Fig. 1: drive-strength map
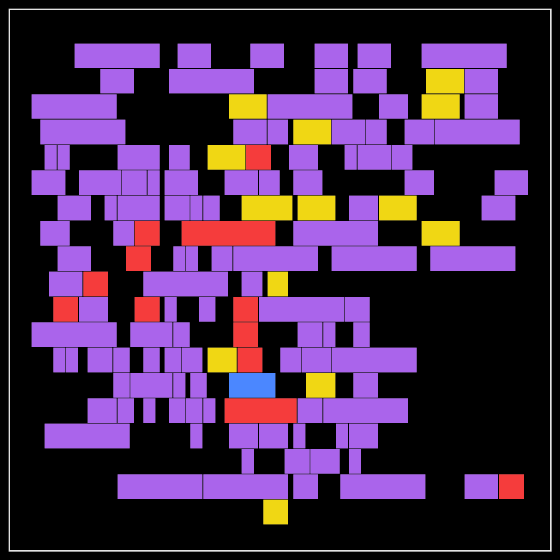
Fig. 2: metal 2
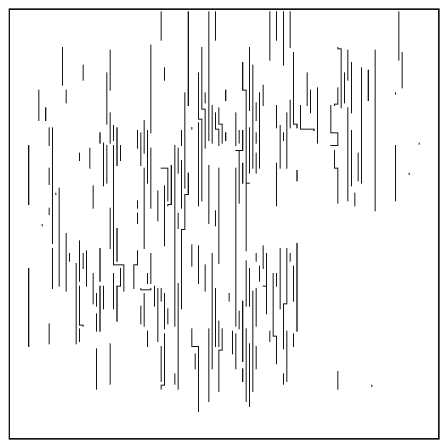
Fig. 3: local utilization
Bar = 20 µm. 12 x 12 tiles, from dark blue (low) to red (high), 0 to 100% covered.
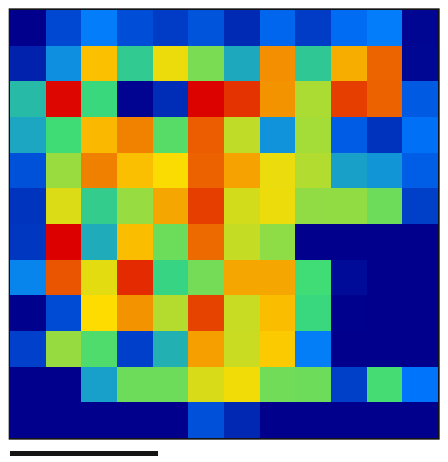
Fig. 4: M1 wires
Cells faint in the background.
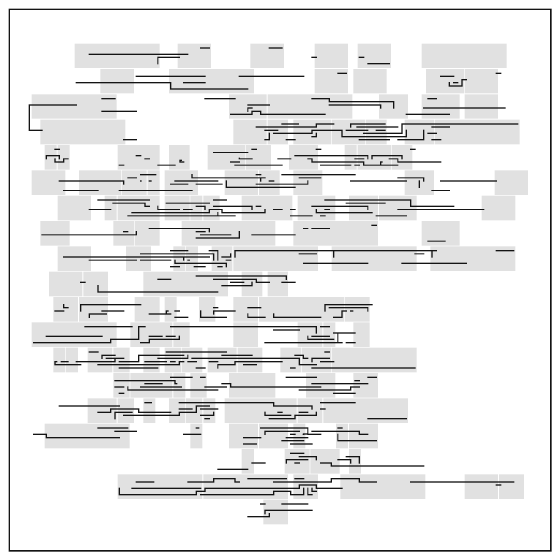
Fig. 5: routing congestion map
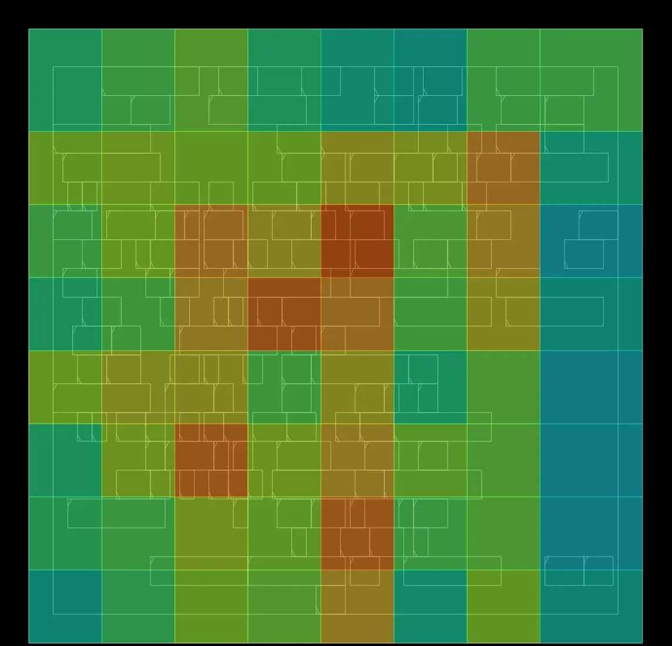
--- config.mk ---
export PLATFORM = sky130hd
export DESIGN_NAME = dec_n_to_2n_seq
export DESIGN_NICKNAME = d
export VERILOG_FILES = /design/src/rtl/dec_n_to_2n_seq.sv
export SDC_FILE = /design/constraint.sdc
export NUM_CORES = 1
export LEC_CHECK = 0
export CAP_MARGIN = 20
export CORE_MARGIN = 2
export CORE_UTILIZATION = 40
export CTS_CLUSTER_SIZE = 30
export DETAILED_ROUTE_END_ITERATION = 6
export PLACE_DENSITY_LB_ADDON = 0.2
export SLEW_MARGIN = 20
export SYNTH_ARGS = -nofsm -noshare
export SYNTH_HDL_FRONTEND = slang
export SYNTH_SLANG_ARGS = --single-unit
--- constraint.sdc ---
create_clock -name clk -period 2.5 [get_ports clk]
set_clock_uncertainty 0.05 [all_clocks]
set_input_delay 0.625 -clock clk [delete_from_list [all_inputs] [get_ports clk]]
set_output_delay 0.625 -clock clk [all_outputs]
set_load 0.01 [all_outputs]
--- src/rtl/dec_n_to_2n_seq.sv ---
// Sequential N-to-2**N decoder with level, timed-pulse and rotating-scan
// request modes. A request handshake (a_valid/a_ready) selects the mode.
// D, busy and err are all driven from registers.
module dec_n_to_2n_seq #(
   parameter int N         = 3,
   parameter int PULSE_CYC = 1
) (
   input  logic             clk,
   input  logic             rst_n,
   input  logic             en,
   input  logic [N-1:0]     A,
   input  logic [1:0]       mode,
   input  logic             a_valid,
   output logic             a_ready,
   output logic [2**N-1:0]  D,
   output logic             busy,
   output logic             err
);

   localparam int W = 2**N;

   // The counter holds the number of one-hot cycles still to follow the
   // current one, so it loads with (length - 1).
   localparam logic [7:0] PULSE_LOAD = 8'(PULSE_CYC - 1);
   localparam logic [7:0] SCAN_LOAD  = 8'(W - 1);

   typedef enum logic [1:0] {
      ST_IDLE  = 2'd0,
      ST_LEVEL = 2'd1,
      ST_PULSE = 2'd2,
      ST_SCAN  = 2'd3
   } state_t;

   state_t       state;
   state_t       state_nxt;
   logic [7:0]   cnt;
   logic [7:0]   cnt_nxt;
   logic [W-1:0] d_nxt;
   logic         err_nxt;
   logic         busy_nxt;
   logic         accept;

   function automatic logic [W-1:0] onehot(input logic [N-1:0] sel);
      logic [W-1:0] v;
      v      = '0;
      v[sel] = 1'b1;
      return v;
   endfunction

   function automatic logic [W-1:0] rotl(input logic [W-1:0] v);
      return {v[W-2:0], v[W-1]};
   endfunction

   // Requests are only taken while not running a timed operation.
   assign a_ready = en && ((state == ST_IDLE) || (state == ST_LEVEL));
   assign accept  = a_valid && a_ready;

   // State register.
   always_ff @(posedge clk or negedge rst_n) begin
      if (!rst_n) state <= ST_IDLE;
      else        state <= state_nxt;
   end

   // Next-state selection: disable wins, then a new request, then timeout.
   always_comb begin
      state_nxt = state;
      if (!en) begin
         state_nxt = ST_IDLE;
      end else if (accept) begin
         case (mode)
            2'b00:   state_nxt = ST_LEVEL;
            2'b01:   state_nxt = ST_PULSE;
            2'b10:   state_nxt = ST_SCAN;
            default: state_nxt = ST_IDLE;
         endcase
      end else if ((state == ST_PULSE) || (state == ST_SCAN)) begin
         if (cnt == 8'd0) state_nxt = ST_IDLE;
      end
   end

   // Next values of the registered outputs and the cycle counter.
   always_comb begin
      d_nxt    = D;
      cnt_nxt  = cnt;
      err_nxt  = 1'b0;
      if (!en) begin
         d_nxt   = '0;
         cnt_nxt = 8'd0;
      end else if (accept) begin
         case (mode)
            2'b00: begin
               d_nxt   = onehot(A);
               cnt_nxt = 8'd0;
            end
            2'b01: begin
               d_nxt   = onehot(A);
               cnt_nxt = PULSE_LOAD;
            end
            2'b10: begin
               d_nxt   = onehot(A);
               cnt_nxt = SCAN_LOAD;
            end
            default: begin
               d_nxt   = '0;
               cnt_nxt = 8'd0;
               err_nxt = 1'b1;
            end
         endcase
      end else if (state == ST_PULSE) begin
         if (cnt == 8'd0) d_nxt = '0;
         else             cnt_nxt = cnt - 8'd1;
      end else if (state == ST_SCAN) begin
         if (cnt == 8'd0) begin
            d_nxt = '0;
         end else begin
            d_nxt   = rotl(D);
            cnt_nxt = cnt - 8'd1;
         end
      end
      busy_nxt = (state_nxt == ST_PULSE) || (state_nxt == ST_SCAN);
   end

   // Output and counter registers; reset clears everything at once.
   always_ff @(posedge clk or negedge rst_n) begin
      if (!rst_n) begin
         D    <= '0;
         cnt  <= 8'd0;
         err  <= 1'b0;
         busy <= 1'b0;
      end else begin
         D    <= d_nxt;
         cnt  <= cnt_nxt;
         err  <= err_nxt;
         busy <= busy_nxt;
      end
   end

endmodule
==> results.py <==
# Generated from Yosys and OpenROAD reports
metrics = {
    "outcome": {
        "status": "completed",
    },
    "setup_path": {
        "crit_type": "flip-flop to flip-flop",
        "cp.buffers_inverters": 1,
        "rr_endpoint": "D[7]",
        "crit_path_top_delay_cell": "a32oi_4",
        "critPathLaunch": "cnt[0]",
        "reg2reg_slack_ns": 0.22,
        "critical_path_arrival_ns": 2.43,
        "worst_setup_path_endpoint": "D[7]",
    },
    "power": {
        "total_power_uw": 942,
        "power_top_consumer": "registers",
        "switching_share": 0.359,
        "p_comb_frac": 0.370,
        "cellLeakagePower_uw": 0.000662,
        "pg_seq_uw": 400,
    },
    "cts": {
        "clk_latency_ns": 0.30,
        "numClockSinks": 20,
        "cts.clk_slew.worst_paths_ns": 0.12,
        "cts_max_path_buffers": 2,
        "cts_setup_buffers": 0,
        "cts_hold_buf": 0,
        "cts_tree": "yes",
        "numCtsBuffers": 3,
    },
    "timing": {
        "hold_violations": 0,
        "finalClockPeriodUsage": 0.911,
        "finalMaxSlewViolations": 0,
        "whs_ns": 0.504,
        "rsz0062_at_grt": "false",
        "layout_min_cycle_time_ns": 2.28,
        "setup_viol": 0,
        "worst_slew_pin_slew_ns": 0.801,
    },
    "layout": {
        "nNonClkInverters": 7,
        "n_all_buffers": 26,
        "area_growth_syn_to_layout_pct": 26.5,
        "clkbuf_count": 4,
        "mostFrequentLayoutCell": "dfrtp_1",
        "largest_class": "logic gates",
        "seq_share": 0.340,
        "n_antenna_cell": 0,
        "seqCellArea_um2": 500,
        "logic_area_um2": 631,
        "seq_cell_count": 20,
        "clk_share": 0.0246,
        "layout.nonclk_buf_frac": 0.164,
        "drive_gt1_frac": 0.190,
    },
    "grt": {
        "grt_max_degree": 21,
        "grt_pass1_vias": 927,
    },
    "route": {
        "drt_pass1_iterations": 4,
        "drtIter0Drc": 7,
        "drt-met1-wl_um": 1110,
        "ant_nets": 0,
        "met2WireLength_um": 1130,
    },
    "job": {
        "drv_cap": 0,
        "warnings": 29,
    },
    "synth": {
        "synth.distinct_cells": 33,
        "edf_count": 0,
        "postSynthCellCount": 109,
        "ys.warnings.count": 0,
        "synth_area_um2": 1160,
        "area_leaders": "dfrtp_1 43%, mux2_2 7.7%, ha_1 5.4%",
        "synth_area_per_cell_um2": 10.7,
        "yosysCellCount": 109,
        "synthFlopType": "dfrtp_1",
        "largest_area_cell": "dfrtp_1",
        "synth.top_cell.area_share": 0.430,
    },
    "placed_design": {
        "dpl.cell_count": 164,
        "place_area_um2": 1440,
    },
    "min_path": {
        "hold_depth": 1,
    },
    "floorplanning": {
        "die_w_um": 58.0,
    },
}
-- Fig. 1 (at the start) --
drive 3 to 4: drawn in red, cells 12, share 8.8%. drive 6 and up: drawn in blue, cells 1, share 0.73%. drive 2: drawn in yellow, cells 13, share 9.5%. drive 1 or less: drawn in purple, cells 111, share 81%.
setup ws final: 0.222 ns
Finished Cell Area: 1470 µm²

-- Fig. 2 (at the start) --
131 nets have wire on it. The longest straight run is 24.5 µm. The layer carries 1130 µm of wire.
Routed WL: 2350 µm
via count: 924
GR met2 Demand/Resource: 0.258

-- Fig. 3 (at the start) --
22% of the tiles are over 75% full. 20% of the tiles are nearly empty. The emptiest ninth of the die: lower right.
Final Core Density: 0.534
core area: 2760 µm²
FP Util: 0.422

-- Fig. 4 (at the start) --
The layer holds 47% of the routed length. The wires run mostly horizontal. 130 nets have wire on it.
met1 GRT Util: 0.219

-- Fig. 5 (at the start) --
DR WL/cell: 14.0 µm
Top Usage Layer GRT: met2
Total Routing Usage GR: 0.163
met3 usage: 0.0223

[cell usage after synthesis (4+ instances only)]
cell type	n
nor2_1	12
xor2_1	4
dfrtp_1	20
inv_1	7
nor2b_1	5
o21ai_0	8
nor3b_1	4
a22o_1	6
ha_1	5
mux2_2	8
[state kept, by name, indices dropped and copies added, names as in the netlist]
name and flops:
cnt 8, D 8, busy 1, state 2, err 1
[cell families (layout without fill, tap and decap cells)]
logic type | count (synthesis) | after routing | share of synthesized area
DFF | 20 | 20 | 0.430
adders and majority gates | 5 | 5 | 0.0537
AOI/OAI and AO/OA | 28 | 28 | 0.193
muxes | 8 | 8 | 0.0773
xor gates and xnor gates | 5 | 5 | 0.0376
and+or+nand+nor | 34 | 34 | 0.179
buffers and inverters | 9 | 37 | 0.0290
Power is estimated from default activity; no workload was simulated.
